==> config.mk <==
export PLATFORM = sky130hd
export DESIGN_NAME = rv_fetch_queue
export DESIGN_NICKNAME = d
export VERILOG_FILES = /design/src/rtl/rv_fetch_queue.sv
export SDC_FILE = /design/constraint.sdc
export NUM_CORES = 1
export LEC_CHECK = 0
export ABC_AREA = 1
export CORE_MARGIN = 8
export CORE_UTILIZATION = 40
export DETAILED_ROUTE_END_ITERATION = 8
export PLACE_DENSITY_LB_ADDON = 0.15
export SETUP_SLACK_MARGIN = 0.1
export SYNTH_ARGS = -nofsm -noshare
export SYNTH_HDL_FRONTEND = slang
export SYNTH_SLANG_ARGS = --single-unit
==> constraint.sdc <==
create_clock -name clk -period 18 [get_ports clk]
set_input_delay 3.6 -clock clk [delete_from_list [all_inputs] [get_ports clk]]
set_output_delay 3.6 -clock clk [all_outputs]
set_load 0.01 [all_outputs]
### Met1 routing

Scale bar: 50 um.
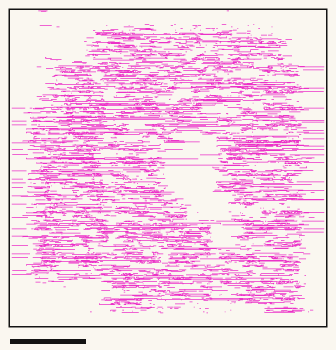
longest straight run: 55.7 um
main direction: horizontal
final wirelength: 40.12 mm
via count: 12500
met1 GRT Util: 25.47%

### Sequential cells grouped by signal name

Scale bar: 50 um.
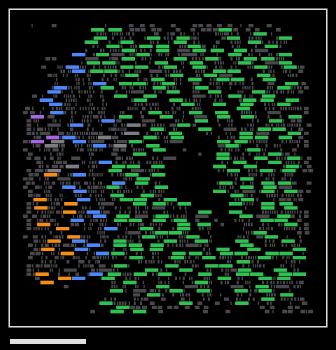
| color | netlist name | sequential cells |
|---|---|---|
| purple | `fq_count` | 3 |
| green | `mem_q` | 248 |
| blue | `pc_r_q` | 30 |
| orange | `pc_f_q` | 14 |
not colored: 8
sequential fraction of total cell area: 43.51%
register area: 7587 um2

### A small window of the routed layout

Scale bar: 20 um. Region (79, 120) to (129, 170) um. Cells in gray, sequential cells in the stronger gray; small squares are vias.
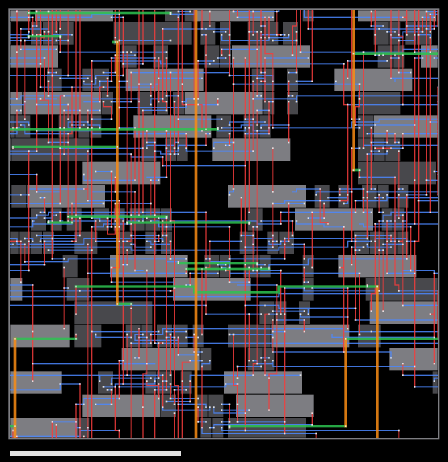
| color | layer |
|---|---|
| blue | M1 |
| red | M2 |
| green | M3 |
| orange | M4 |
most frequent: nand2_1 (27), nor2_1 (26), o21ai_1 (25)
sequential cells in the window: 26
cells with their middle in the window: 141

### I/O pins on the die edge

Scale bar: 50 um. Pins as bars across the die edge, other pins in gray.
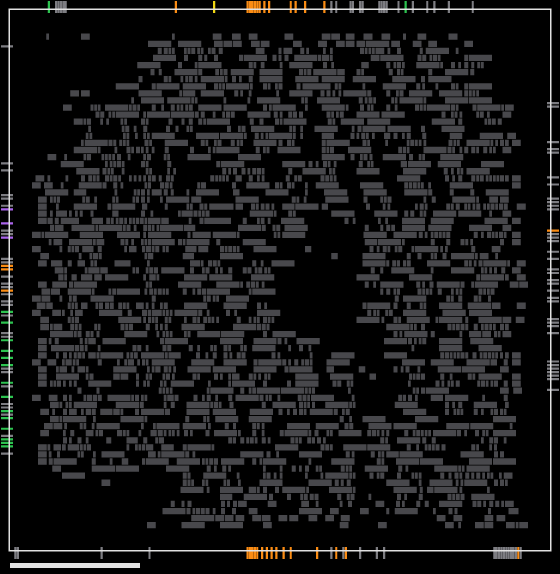
| color | port | pins | direction | edge |
|---|---|---|---|---|
| purple | `fq_count` | 3 | output | left |
| green | `imem_addr` | 16 | output | 14 left, 2 top |
| yellow | `inst_ready` | 1 | input | top |
| orange | `inst_pc` | 32 | output | 15 bottom, 13 top, 3 left, 1 right |
all pins by edge: 47 left, 37 top, 35 right, 35 bottom
die height: 207.5 um
Die Wd: 207.5 um
port buffer count: 147

### The clock network

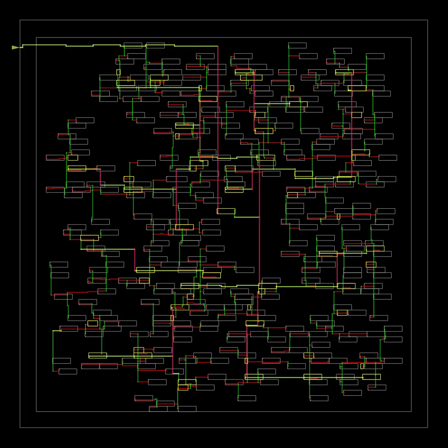
clk sinks: 303
Clock net power: 0.710 mW
CTS Buf Count: 35
seq_cells: 303
Layout clock buffers: 55

==> results.yml <==
# flow metrics
synthesis:
  xor_area_share_pct: 0.9556
  avgSynthCellArea_um2: 7.854
  yosys.area.top_type: "dfrtp_1"
  compound_area_share_pct: 16.60
  ys_sh_mux_pct: 0
  syn_area_um2: 14660
  top_cell_area_share_pct: 51.71
  synth_top_cell_by_count: "nand2_1"
  ys_seq_share_pct: 51.71
  synthTopLogicFamily: "simple AND/OR/NAND/NOR gates"
  enable_flop_cells: 0
  yosysUniqueCellTypes: 42
  ys_ff: 303
  ys_cells: 1867
  top_cells_by_count: "nand2_1, nor2_1, dfrtp_1"
setup_path:
  worst-endpoint-required_ps: 14400
  path_cells: "clkdlybuf4s50_1 > buf_4 > nor2_4 > inv_2 > buf_4 > a21oi_1 > clkdlybuf4s50_1"
  crit_type: "primary input to output port"
  reg2regPathDepth: 3
  cp-start-kind: "primary input"
  crit_family: "buffers and inverters"
pwr:
  max-vdd-ir-drop_mv: 0.06633
  top_power_group: "registers"
  swShare_pct: 37.24
  comb-power_mw: 0.995
  design_power_total_mw: 2.857
  clkPwrFrac_pct: 24.9
die:
  core_um2: 36350
  nWellTaps: 468
  num_rows: 70
  io_pins: 154
sta:
  fin_skew_ps: 15.74
  tightest_slew_ps: 974.5
  period_needed_ps: 9974
  fin_setup_tns_ps: 0
  hold_violations: 0
global_routing:
  antenna_found_initial: 0
  top_usage_layer: "met2"
  grt_first_pass_wirelength_mm: 66.62
  met2_usage_pct: 30.75
cells_and_area:
  comb_area_um2: 6090
  area_delta_synth_final_pct: 18.92
  final_nets: 2036
  nNonClkInverters: 112
  sh_comb_area_pct: 34.92
  fin_area_um2: 17440
status:
  status: "complete, no violations"
placed_design:
  pre_cts_ws_ps: 7973
  routabilityCongestion: 0.8960
route:
  initialDrtViolationCount: 845
clock_tree:
  htreeDepth: 2
  path_clk_slew_ps: 60
No activity file was given, so power comes from the tool's default toggle rates.
